<file path="config.mk">
export PLATFORM = sky130hd
export DESIGN_NAME = tl_mem_arbiter
export DESIGN_NICKNAME = d
export VERILOG_FILES = /design/src/rtl/tl_pkg.sv /design/src/rtl/rr_arbiter.sv /design/src/rtl/tl_mem_arbiter.sv
export SDC_FILE = /design/constraint.sdc
export NUM_CORES = 1
export LEC_CHECK = 0
export CELL_PAD_IN_SITES_DETAIL_PLACEMENT = 1
export CELL_PAD_IN_SITES_GLOBAL_PLACEMENT = 1
export CORE_AREA = 10 10 209 211
export DETAILED_ROUTE_END_ITERATION = 8
export DIE_AREA = 0 0 219 221
export GPL_TIMING_DRIVEN = 0
export PLACE_DENSITY = 0.64
export SETUP_SLACK_MARGIN = 0.4
export SYNTH_ARGS = -nofsm -noshare
export SYNTH_HDL_FRONTEND = slang
export SYNTH_SLANG_ARGS = --single-unit
</file>
<file path="constraint.sdc">
create_clock -name clk_i -period 9.6 [get_ports clk_i]
set_input_delay 2.88 -clock clk_i [delete_from_list [all_inputs] [get_ports clk_i]]
set_output_delay 2.88 -clock clk_i [all_outputs]
set_load 0.05 [all_outputs]
</file>
<file path="src/rtl/tl_pkg.sv">
// Shared TileLink channel payloads and arbiter definitions for the sy_tl subsystem.
package tl_pkg;

    localparam int TL_ARB_MAX_REQ = 8;

    localparam logic [2:0] TL_A_PUT_FULL        = 3'd0;
    localparam logic [2:0] TL_A_GET             = 3'd4;
    localparam logic [2:0] TL_D_ACCESS_ACK      = 3'd0;
    localparam logic [2:0] TL_D_ACCESS_ACK_DATA = 3'd1;

    typedef struct packed {
        logic [2:0]  opcode;
        logic [2:0]  param;
        logic [1:0]  size;
        logic [7:0]  source;
        logic [31:0] address;
        logic [3:0]  mask;
        logic [31:0] data;
        logic        corrupt;
    } A_chan_bits_t;

    typedef struct packed {
        logic [2:0]  opcode;
        logic [1:0]  param;
        logic [1:0]  size;
        logic [7:0]  source;
        logic        sink;
        logic        denied;
        logic [31:0] data;
        logic        corrupt;
    } D_chan_bits_t;

    typedef enum logic [1:0] {IDLE, HOLD, WAIT_D, DRAIN} tl_arb_state_e;

endpackage

</file>
<file path="src/rtl/rr_arbiter.sv">
// Round-robin pick: first valid requester scanning upward from ptr, wrapping at N.
module rr_arbiter #(
    parameter int N  = 3,
    parameter int IW = 2
) (
    input  logic [N-1:0]  valid,
    input  logic [IW-1:0] ptr,
    output logic [IW-1:0] grant,
    output logic          any_valid
);

    logic [IW-1:0] j;

    always_comb begin
        grant     = '0;
        any_valid = 1'b0;
        j         = '0;
        for (int i = 0; i < N; i++) begin
            j = IW'((int'(ptr) + i) % N);
            if (!any_valid && valid[j]) begin
                grant     = j;
                any_valid = 1'b1;
            end
        end
    end

endmodule

</file>
<file path="src/rtl/tl_mem_arbiter.sv">
// Round-robin share of one single-outstanding TL-to-memory bridge among NUM_REQ masters.
// Define TL_ARB_TIMEOUT_EN to add the WAIT_D watchdog with a denied response and DRAIN state.
module tl_mem_arbiter
    import tl_pkg::*;
#(
    parameter int NUM_REQ        = 3,
    parameter int TIMEOUT_CYCLES = 1024
) (
    input  logic                     clk_i,
    input  logic                     rst_i,
    input  logic [NUM_REQ-1:0]       req_A_valid_i,
    output logic [NUM_REQ-1:0]       req_A_ready_o,
    input  A_chan_bits_t             req_A_bits_i [NUM_REQ],
    output logic [NUM_REQ-1:0]       req_D_valid_o,
    input  logic [NUM_REQ-1:0]       req_D_ready_i,
    output D_chan_bits_t             req_D_bits_o [NUM_REQ],
    output logic                     mem_A_valid_o,
    input  logic                     mem_A_ready_i,
    output A_chan_bits_t             mem_A_bits_o,
    input  logic                     mem_D_valid_i,
    output logic                     mem_D_ready_o,
    input  D_chan_bits_t             mem_D_bits_i,
    output logic                     busy_o,
    output logic                     timeout_o
);

    localparam int IW = $clog2(NUM_REQ);

    tl_arb_state_e state;
    logic [IW-1:0] rr_ptr, owner, grant, sel, next_ptr;
    logic          any_valid, a_fire, d_fire;

    rr_arbiter #(.N(NUM_REQ), .IW(IW)) u_rr (
        .valid     (req_A_valid_i),
        .ptr       (rr_ptr),
        .grant     (grant),
        .any_valid (any_valid)
    );

    assign sel      = (state == IDLE) ? grant : owner;
    assign next_ptr = (owner == IW'(NUM_REQ - 1)) ? '0 : owner + IW'(1);
    assign a_fire   = mem_A_valid_o && mem_A_ready_i;
    assign d_fire   = req_D_valid_o[owner] && req_D_ready_i[owner];
    assign busy_o   = (state != IDLE);

`ifdef TL_ARB_TIMEOUT_EN
    logic [15:0]  cnt;
    logic [7:0]   src_q;
    logic         expired;
    D_chan_bits_t timeout_d;

    assign expired = (cnt >= 16'(TIMEOUT_CYCLES));

    always_comb begin
        timeout_d         = '0;
        timeout_d.opcode  = TL_D_ACCESS_ACK_DATA;
        timeout_d.source  = src_q;
        timeout_d.denied  = 1'b1;
        timeout_d.corrupt = 1'b1;
    end
`else
    assign timeout_o = 1'b0;
`endif

    always_comb begin
        req_A_ready_o = '0;
        req_D_valid_o = '0;
        mem_A_valid_o = 1'b0;
        mem_A_bits_o  = req_A_bits_i[sel];
        mem_D_ready_o = 1'b0;
        for (int k = 0; k < NUM_REQ; k++) begin
            req_D_bits_o[k] = mem_D_bits_i;
        end
        if (!rst_i) begin
            case (state)
                IDLE: begin
                    mem_A_valid_o        = any_valid;
                    req_A_ready_o[grant] = any_valid && mem_A_ready_i;
                end
                HOLD: begin
                    mem_A_valid_o        = req_A_valid_i[owner];
                    req_A_ready_o[owner] = mem_A_ready_i;
                end
                WAIT_D: begin
                    req_D_valid_o[owner] = mem_D_valid_i;
                    mem_D_ready_o        = req_D_ready_i[owner];
`ifdef TL_ARB_TIMEOUT_EN
                    // Bridge is presumed hung: answer locally, hold off the bridge.
                    if (expired) begin
                        req_D_valid_o[owner] = 1'b1;
                        mem_D_ready_o        = 1'b0;
                        for (int k = 0; k < NUM_REQ; k++) begin
                            req_D_bits_o[k] = timeout_d;
                        end
                    end
`endif
                end
`ifdef TL_ARB_TIMEOUT_EN
                DRAIN: mem_D_ready_o = 1'b1;
`endif
                default: ;
            endcase
        end
    end

    always_ff @(posedge clk_i) begin
        if (rst_i) begin
            state  <= IDLE;
            rr_ptr <= '0;
            owner  <= '0;
`ifdef TL_ARB_TIMEOUT_EN
            cnt       <= '0;
            src_q     <= '0;
            timeout_o <= 1'b0;
`endif
        end else begin
`ifdef TL_ARB_TIMEOUT_EN
            timeout_o <= 1'b0;
`endif
            case (state)
                IDLE: if (any_valid) begin
                    owner <= grant;
                    state <= mem_A_ready_i ? WAIT_D : HOLD;
`ifdef TL_ARB_TIMEOUT_EN
                    cnt   <= '0;
                    src_q <= req_A_bits_i[grant].source;
`endif
                end
                HOLD: if (a_fire) begin
                    state <= WAIT_D;
`ifdef TL_ARB_TIMEOUT_EN
                    cnt   <= '0;
                    src_q <= req_A_bits_i[owner].source;
`endif
                end
                WAIT_D: begin
                    if (d_fire) begin
                        rr_ptr <= next_ptr;
                        state  <= IDLE;
                    end
`ifdef TL_ARB_TIMEOUT_EN
                    if (expired) begin
                        if (d_fire) begin
                            rr_ptr    <= rr_ptr;
                            state     <= DRAIN;
                            timeout_o <= 1'b1;
                            cnt       <= '0;
                        end
                    end else begin
                        cnt <= cnt + 16'd1;
                    end
`endif
                end
`ifdef TL_ARB_TIMEOUT_EN
                DRAIN: begin
                    if (mem_D_valid_i || expired) begin
                        rr_ptr <= next_ptr;
                        state  <= IDLE;
                    end else begin
                        cnt <= cnt + 16'd1;
                    end
                end
`endif
                default: state <= IDLE;
            endcase
        end
    end

    a_params: assert property (@(posedge clk_i)
        NUM_REQ >= 2 && NUM_REQ <= TL_ARB_MAX_REQ &&
        TIMEOUT_CYCLES > 0 && TIMEOUT_CYCLES < 65536);

    a_hold_valid: assert property (@(posedge clk_i) disable iff (rst_i)
        (state == HOLD) |-> req_A_valid_i[owner]);

    a_no_stray_d: assert property (@(posedge clk_i) disable iff (rst_i)
        (state == IDLE || state == HOLD) |-> (req_D_valid_o == '0 && !mem_D_ready_o));

endmodule

</file>
==> CHANGELOG.md <==
### Implementation results

* Hold slack at 0.558 ns
* Crit path DRT at 6.72 ns
* Final wirelength at roughly 36 mm
* Cells after Synth at 638
* Kind of critical path: input port to output port
* Number of routed nets with antenna violations at 0
* Worst-Margin Slew at 0.681 ns
* Final Core Density at 25.7%
* Pwr top: combinational logic
* CTS tree: done
* Rows at 73
* Yosys cell types at 45
* Most frequent logic cell in the layout: clkdlybuf4s50_1
* Post-synth EDFFs at 0
* Slowest CP cell: clkdlybuf4s50_1
* Synth-to-Final Area Change at 132%
* Non-clock buffer count at 723
* Compound-Gate Fraction of Synth Area at 28.7%
* Post-Synth XOR/XNOR Area at 0%
* Fillers at 4806
* WP buf/inv at 5
* Critical Path Stages at 10
* Synth top cell by count: buf_4
* Largest cell class by area: buffers
* Cell count of the worst hold path at 2
* Floorplan utilization at 11.1%
* Area post-placement at 10100 sq um
* Wire length per cell at 21.3 um
* Crit-path max FO at 10
* Biggest regs: owner x2, rr_ptr x2, state x2
* RD Place Congestion at 0.839
* Antenna Cells at 1
* Combinational Power Share at 93.3%
* Buffers on Ports at slightly above 500
* M1 WL at 12.9 mm
* Pins over their slew limit at 0
* P_sw at 917 uW
* Via count at about 6.7k
* Post-CTS Resized at 79
* Yosys top cell by area: buf_4
* RSZ-0062 raised after global routing: false
* F_max at 111 MHz
* Antenna violations before repair at 1
* Longest Clk Path Bufs at 2
* Tool Warnings at 29
* Yosys adder share at 0.857%
* Pwr/cell area at 142 nW/um^2
* Die X-Extent at 219 um
* First-pass GRT wire length at between 50 and 60 mm
* Flops after synth at 6
* Crit path cell chain: clkdlybuf4s50_1 > nor2b_1 > o221ai_1 > a31o_1 > buf_2 > clkbuf_4 > clkbuf_1 > nand4_1 > o221ai_2 > dlygate4sd2_1
* Simple-Gate Fraction of Synth Area at 23.9%
* Switching Fraction at 63.5%
* Inverters at 91
* Clock share of power at 4.7%
* Post-Syn Area at about 4400 sq um
* Status: finished, final reports clean
* Dpl cells at around 1.7k
* Flop pwr share at 2.0%
* Yosys chip area at 4380 sq um
* Comb/total area at between 20% and 30%
* #MultiIn Comb at 328
* FF+latch area at 120 sq um
* Endpoint class of the critical path: output port
* Ports at 560
* # Cells Yosys at 638
* Post-synth ARST share at 0%
* Die area at 48400 sq um
* Crit start category: input port
* Post-synthesis mux area share at under 10%
* Worst Hold Class: flop to flop
* DRC viols at 0
* RR Startpoint: rr_ptr[0]$_SDFFE_PP0P_
* Clock buffers at 3
* Final Setup Violations at 0
* Commonest cells in the netlist: buf_4 (156), inv_1 (91), nand2_1 (90)
* Internal Pwr Total at 527 uW
* Top delay family on crit path: buffers and inverters
* Floorplan Nets at between 900 and 1k
* Clk latency late pin at 0.23 ns
* DR pass1 iterations at 4
* Crit. Startpoint: req_A_valid_i[1]
* VDD IR max at 0.0562 mV
* R2R Path End: state[1]$_SDFFE_PP0P_
* Post CTS Setup Buffer Count at 2
* Final #Nets at 1471
Figure 1. The metal 3 layer.
Scale bar: 50 um. Cells faint in the background.
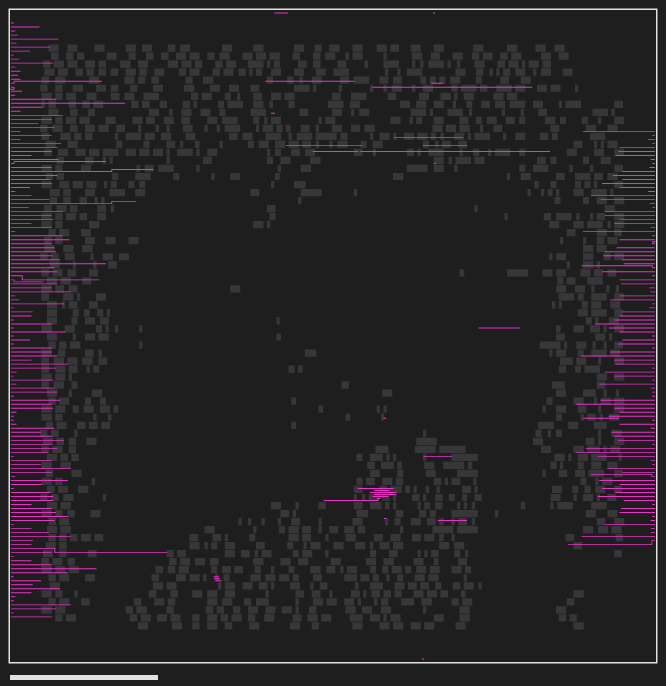
share of all routed wire = 8.9%
longest straight run = 63.9 um
wire length on this layer = 3160 um
main direction = horizontal
nets with wire on the layer = 275

Figure 2. Clock wires, drivers and flops.
Scale bar: 50 um.
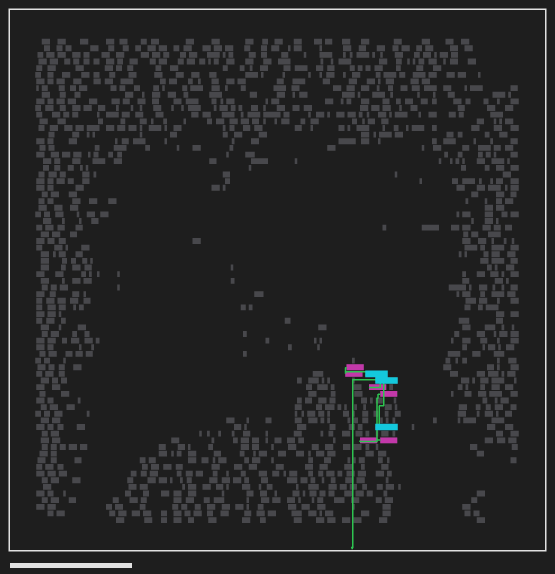
magenta -> flip-flops  # count 6
cyan -> clock drivers  # count 3
green -> clock wires  # length 177 um
routed clock nets = 4

Figure 3. Wiring by layer.
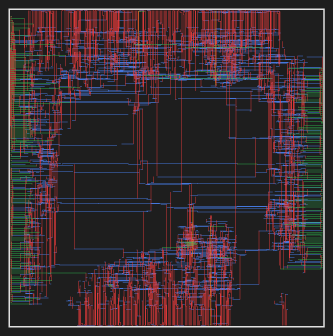
blue -> metal 1  # wire length 12900 um
orange -> metal 4  # wire length 188 um
green -> metal 3  # wire length 3160 um
red -> metal 2  # wire length 19500 um

Figure 4. The metal 2 layer.
Cells faint in the background.
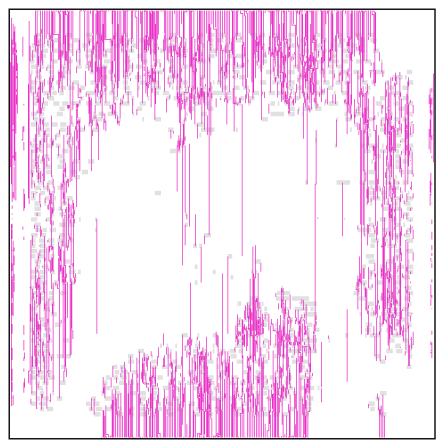
main direction = vertical
wire length on this layer = 19500 um
longest straight run = 105 um
nets with wire on the layer = 1332
share of all routed wire = 55%

No activity file was given, so power comes from the tool's default toggle rates.
